==> src/rtl/surf_cout_align.sv <==
// COUT/DOUT input-delay eye scan and word alignment for the SURF PHY.
// Define SURF_COUT_ALIGN_BITSLIP_EN to add the bitslip word-alignment stage after centring.
module surf_cout_align #(
    parameter int SETTLE_CYCLES = 16,
    parameter int CHECK_CYCLES  = 64,
    parameter int MAX_TAP       = 31,
    parameter int MIN_EYE       = 4
) (
    input  logic       sysclk_i,
    input  logic       rst_n_i,
    input  logic       start_i,
    input  logic       lane_i,
    input  logic [7:0] pattern_i,
    input  logic [3:0] cout_i,
    input  logic [7:0] dout_i,
    output logic [5:0] idelay_value_o,
    output logic       idelay_cout_load_o,
    output logic       idelay_dout_load_o,
    output logic       iserdes_rst_o,
    output logic       iserdes_cout_bitslip_o,
    output logic       iserdes_dout_bitslip_o,
    output logic       busy_o,
    output logic       done_o,
    output logic       fail_o,
    output logic [5:0] eye_start_o,
    output logic [6:0] eye_len_o
);

    localparam logic [15:0] SETTLE_LAST = 16'(SETTLE_CYCLES - 1);
    localparam logic [15:0] CHECK_LAST  = 16'(CHECK_CYCLES - 1);
    localparam logic [5:0]  TAP_LAST    = 6'(MAX_TAP);
    localparam logic [6:0]  EYE_MIN     = 7'(MIN_EYE);

`ifdef SURF_COUT_ALIGN_BITSLIP_EN
    typedef enum logic [3:0] {
        IDLE, RST, LOAD, SETTLE, CHECK, NEXT, PICK, CLOAD, CSETTLE, DONE, FAIL, SLIP, SWAIT
    } state_t;
`else
    typedef enum logic [3:0] {
        IDLE, RST, LOAD, SETTLE, CHECK, NEXT, PICK, CLOAD, CSETTLE, DONE, FAIL
    } state_t;
`endif

    state_t      state_q, state_nxt;
    logic        lane_q, lane_nxt;
    logic [5:0]  tap_q, tap_nxt;
    logic [15:0] cnt_q, cnt_nxt;
    logic        tap_bad_q, tap_bad_nxt;
    logic [5:0]  cur_start_q, cur_start_nxt;
    logic [6:0]  cur_len_q, cur_len_nxt;
    logic [5:0]  best_start_q, best_start_nxt;
    logic [6:0]  best_len_q, best_len_nxt;
    logic        rst_hold_q;
    logic        word_ok;
    logic [5:0]  run_start;
    logic [6:0]  run_len;
`ifdef SURF_COUT_ALIGN_BITSLIP_EN
    logic [3:0]  slip_q, slip_nxt;
    logic        slip_pulse;
    logic [3:0]  slip_limit;
`endif

    assign word_ok = lane_q ? (dout_i == pattern_i) : (cout_i == pattern_i[3:0]);

    always_ff @(posedge sysclk_i or negedge rst_n_i) begin
        if (!rst_n_i) begin
            state_q      <= IDLE;
            lane_q       <= 1'b0;
            tap_q        <= '0;
            cnt_q        <= '0;
            tap_bad_q    <= 1'b0;
            cur_start_q  <= '0;
            cur_len_q    <= '0;
            best_start_q <= '0;
            best_len_q   <= '0;
            rst_hold_q   <= 1'b1;
`ifdef SURF_COUT_ALIGN_BITSLIP_EN
            slip_q       <= '0;
`endif
        end else begin
            state_q      <= state_nxt;
            lane_q       <= lane_nxt;
            tap_q        <= tap_nxt;
            cnt_q        <= cnt_nxt;
            tap_bad_q    <= tap_bad_nxt;
            cur_start_q  <= cur_start_nxt;
            cur_len_q    <= cur_len_nxt;
            best_start_q <= best_start_nxt;
            best_len_q   <= best_len_nxt;
            rst_hold_q   <= 1'b0;
`ifdef SURF_COUT_ALIGN_BITSLIP_EN
            slip_q       <= slip_nxt;
`endif
        end
    end

    always_comb begin
        state_nxt      = state_q;
        lane_nxt       = lane_q;
        tap_nxt        = tap_q;
        cnt_nxt        = cnt_q;
        tap_bad_nxt    = tap_bad_q;
        cur_start_nxt  = cur_start_q;
        cur_len_nxt    = cur_len_q;
        best_start_nxt = best_start_q;
        best_len_nxt   = best_len_q;
        run_start      = (cur_len_q == 7'd0) ? tap_q : cur_start_q;
        run_len        = cur_len_q + 7'd1;
`ifdef SURF_COUT_ALIGN_BITSLIP_EN
        slip_nxt       = slip_q;
        slip_pulse     = 1'b0;
        slip_limit     = lane_q ? 4'd8 : 4'd4;
`endif
        case (state_q)
            IDLE, DONE, FAIL: begin
                if (start_i) begin
                    lane_nxt       = lane_i;
                    tap_nxt        = '0;
                    cnt_nxt        = '0;
                    cur_start_nxt  = '0;
                    cur_len_nxt    = '0;
                    best_start_nxt = '0;
                    best_len_nxt   = '0;
                    state_nxt      = RST;
                end
            end
            RST: begin
                if (cnt_q == 16'd3) begin
                    cnt_nxt   = '0;
                    tap_nxt   = '0;
                    state_nxt = LOAD;
                end else begin
                    cnt_nxt = cnt_q + 16'd1;
                end
            end
            LOAD: begin
                cnt_nxt   = '0;
                state_nxt = SETTLE;
            end
            SETTLE: begin
                if (cnt_q == SETTLE_LAST) begin
                    cnt_nxt     = '0;
                    tap_bad_nxt = 1'b0;
                    state_nxt   = CHECK;
                end else begin
                    cnt_nxt = cnt_q + 16'd1;
                end
            end
            CHECK: begin
                if (!word_ok) tap_bad_nxt = 1'b1;
                if (cnt_q == CHECK_LAST) begin
                    cnt_nxt   = '0;
                    state_nxt = NEXT;
                end else begin
                    cnt_nxt = cnt_q + 16'd1;
                end
            end
            NEXT: begin
                // Strict compare keeps the earliest of equally long runs.
                if (!tap_bad_q) begin
                    cur_start_nxt = run_start;
                    cur_len_nxt   = run_len;
                    if (run_len > best_len_q) begin
                        best_start_nxt = run_start;
                        best_len_nxt   = run_len;
                    end
                end else begin
                    cur_len_nxt = '0;
                end
                if (tap_q == TAP_LAST) begin
                    state_nxt = PICK;
                end else begin
                    tap_nxt   = tap_q + 6'd1;
                    state_nxt = LOAD;
                end
            end
            PICK: begin
                if (best_len_q < EYE_MIN) begin
                    state_nxt = FAIL;
                end else begin
                    tap_nxt   = best_start_q + best_len_q[6:1];
                    state_nxt = CLOAD;
                end
            end
            CLOAD: begin
                cnt_nxt   = '0;
                state_nxt = CSETTLE;
            end
            CSETTLE: begin
                if (cnt_q == SETTLE_LAST) begin
                    cnt_nxt = '0;
`ifdef SURF_COUT_ALIGN_BITSLIP_EN
                    slip_nxt  = '0;
                    state_nxt = SLIP;
`else
                    state_nxt = DONE;
`endif
                end else begin
                    cnt_nxt = cnt_q + 16'd1;
                end
            end
`ifdef SURF_COUT_ALIGN_BITSLIP_EN
            SLIP: begin
                if (word_ok) begin
                    state_nxt = DONE;
                end else if (slip_q == slip_limit) begin
                    state_nxt = FAIL;
                end else begin
                    slip_pulse = 1'b1;
                    slip_nxt   = slip_q + 4'd1;
                    cnt_nxt    = '0;
                    state_nxt  = SWAIT;
                end
            end
            SWAIT: begin
                if (cnt_q == SETTLE_LAST) begin
                    cnt_nxt   = '0;
                    state_nxt = SLIP;
                end else begin
                    cnt_nxt = cnt_q + 16'd1;
                end
            end
`endif
            default: state_nxt = IDLE;
        endcase
    end

    assign idelay_value_o     = tap_q;
    assign idelay_cout_load_o = ((state_q == LOAD) || (state_q == CLOAD)) && !lane_q;
    assign idelay_dout_load_o = ((state_q == LOAD) || (state_q == CLOAD)) && lane_q;
    assign iserdes_rst_o      = rst_hold_q || (state_q == RST);
`ifdef SURF_COUT_ALIGN_BITSLIP_EN
    assign iserdes_cout_bitslip_o = slip_pulse && !lane_q;
    assign iserdes_dout_bitslip_o = slip_pulse && lane_q;
`else
    assign iserdes_cout_bitslip_o = 1'b0;
    assign iserdes_dout_bitslip_o = 1'b0;
`endif
    assign busy_o      = !((state_q == IDLE) || (state_q == DONE) || (state_q == FAIL));
    assign done_o      = (state_q == DONE);
    assign fail_o      = (state_q == FAIL);
    assign eye_start_o = best_start_q;
    assign eye_len_o   = best_len_q;

endmodule

==> config.mk <==
export PLATFORM = sky130hd
export DESIGN_NAME = surf_cout_align
export DESIGN_NICKNAME = d
export VERILOG_FILES = /design/src/rtl/surf_cout_align.sv
export SDC_FILE = /design/constraint.sdc
export NUM_CORES = 1
export LEC_CHECK = 0
export CAP_MARGIN = 40
export CORE_MARGIN = 2
export CORE_UTILIZATION = 53
export DETAILED_ROUTE_END_ITERATION = 8
export GPL_TIMING_DRIVEN = 0
export PLACE_DENSITY = 0.76
export SYNTH_ARGS = -nofsm -noshare
export SYNTH_HDL_FRONTEND = slang
export SYNTH_SLANG_ARGS = --single-unit
==> constraint.sdc <==
create_clock -name sysclk_i -period 5.3 [get_ports sysclk_i]
set_input_delay 0.53 -clock sysclk_i [delete_from_list [all_inputs] [get_ports sysclk_i]]
set_output_delay 0.53 -clock sysclk_i [all_outputs]
set_load 0.02 [all_outputs]
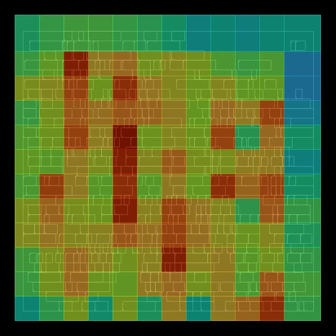
Figure 1: track usage over the die.
met3 usage: 0.03524
layer with the highest usage: met2
fin util: 0.6616

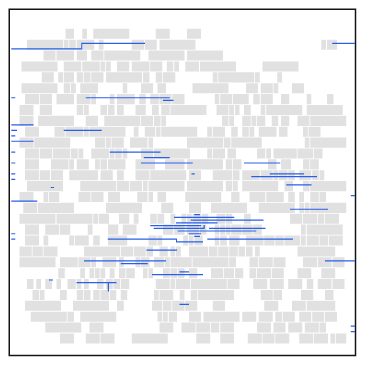
Figure 2: met3 routing.
Scale: 4 px per micron. Cells faint in the background.
wire length on this layer: 399 microns
main direction: horizontal

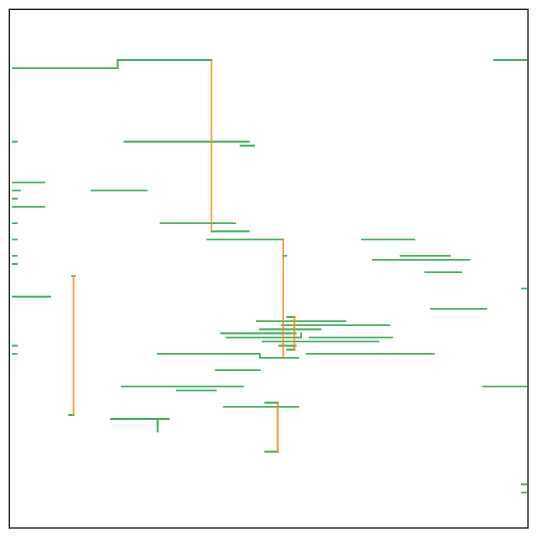
Figure 3: metal layers overlaid.
Scale: 6 px per micron. Two of the layers only.
| layer | color | wire length |
|---|---|---|
| M4 | orange | 85.0 microns |
| M3 | green | 399 microns |
global-route usage over all layers: 0.2426
Vias: 3106
WL/cell: 16.25 microns

==> flow_summary.yaml <==
# generated from flow reports
logic_synthesis:
  synthXorXnorAreaFrac: 0.08560
  logic_family: "simple AND/OR/NAND/NOR gates"
  ys_types: 64
  ys.flop_type: "dfrtp_1"
  synth_area_sq_um: 3581
  syn_avg_cell_area_sq_um: 9.205
  ys_chip_area_sq_um: 3581
  synth_async_sr_flop_share: 1.000
  ys_top_cells_by_count: "dfrtp_1 (54), nor2_1 (40), o21ai_0 (25), nand2_1 (22)"
timing:
  report.final.slew_viol_count: 0
  timing.final.ws_setup_ns: 2.214
  max_freq_ghz: 0.3241
  fin_setup_tns_ns: 0
  setup_viol: 0
  hold_violations: 0
setup_path:
  cp.depth: 11
  worstPathCellList: "ha_1 > and3_1 > xor2_1 > ha_1 > nand4_1 > a21oi_1 > nor3_1 > nor2_1 > o21bai_1 > buf_4 > a22o_1"
  reg2regPathDepth: 11
  endpoint_kind: "register"
  r2r_end: "eye_len_o[4]"
  cpMaxStageDelayCell: "dfrtp_1"
  arrival_ns: 3.34
  reg2reg_slack_ns: 2.21
  startpoint: "cur_len_q[0]"
  path_buffers: 1
  crit_required_ns: 5.55
floorplan:
  rows: 29
  die_h_microns: 86.20
  fp_util: 0.5544
  die_w_microns: 86.20
  tap_cells: 77
detailed_routing:
  met3_wirelength_microns: 399
  drt_iter0_drc: 178
  viasPerCell: 5.916
  routed-wl-met2_microns: 4327
  antenna_left: 0
power:
  p_clk_frac: 0.172
  pwr-share-seq: 0.338
  cellPowerDensity_nw_per_um2: 332.0
  vdd.ir_drop.worst_v: 0.0002058
  fin_total_pwr_mw: 1.419
  p_int_uw: 826.0
  netSwitchingFraction: 0.4178
  maxPowerGroup: "combinational logic"
cts:
  hold_buffers: 0
  cts_resized: 0
  path_clk_slew_ns: 0.10
  cts_tree: "yes"
  post_cts_buffers: 0
  tritoncts.num_buffers: 5
  cts_num_sinks: 55
grt:
  antenna_found_initial: 0
  grt_util_met2: 0.4306
  grt_pass1_vias: 3090
job:
  max-cap-violations: 0
  warning_count: 27
final_layout:
  finalNonFillerCells: 525
  mostFrequentLayoutCell: "dfrtp_1"
  seq_area_sq_um: 1378
  seq_share: 0.3224
  flops: 55
  comb_area_frac: 0.4741
  comb_area_sq_um: 2026
  largest_register_ffs: 16
  drive_gt1_frac: 0.07589
  buf_share: 0.1417
  area_growth_pct: 19.32
status:
  status: "complete, no violations"
placed_design:
  dp_hpwl_microns: 6514
Power is estimated from default activity; no workload was simulated.
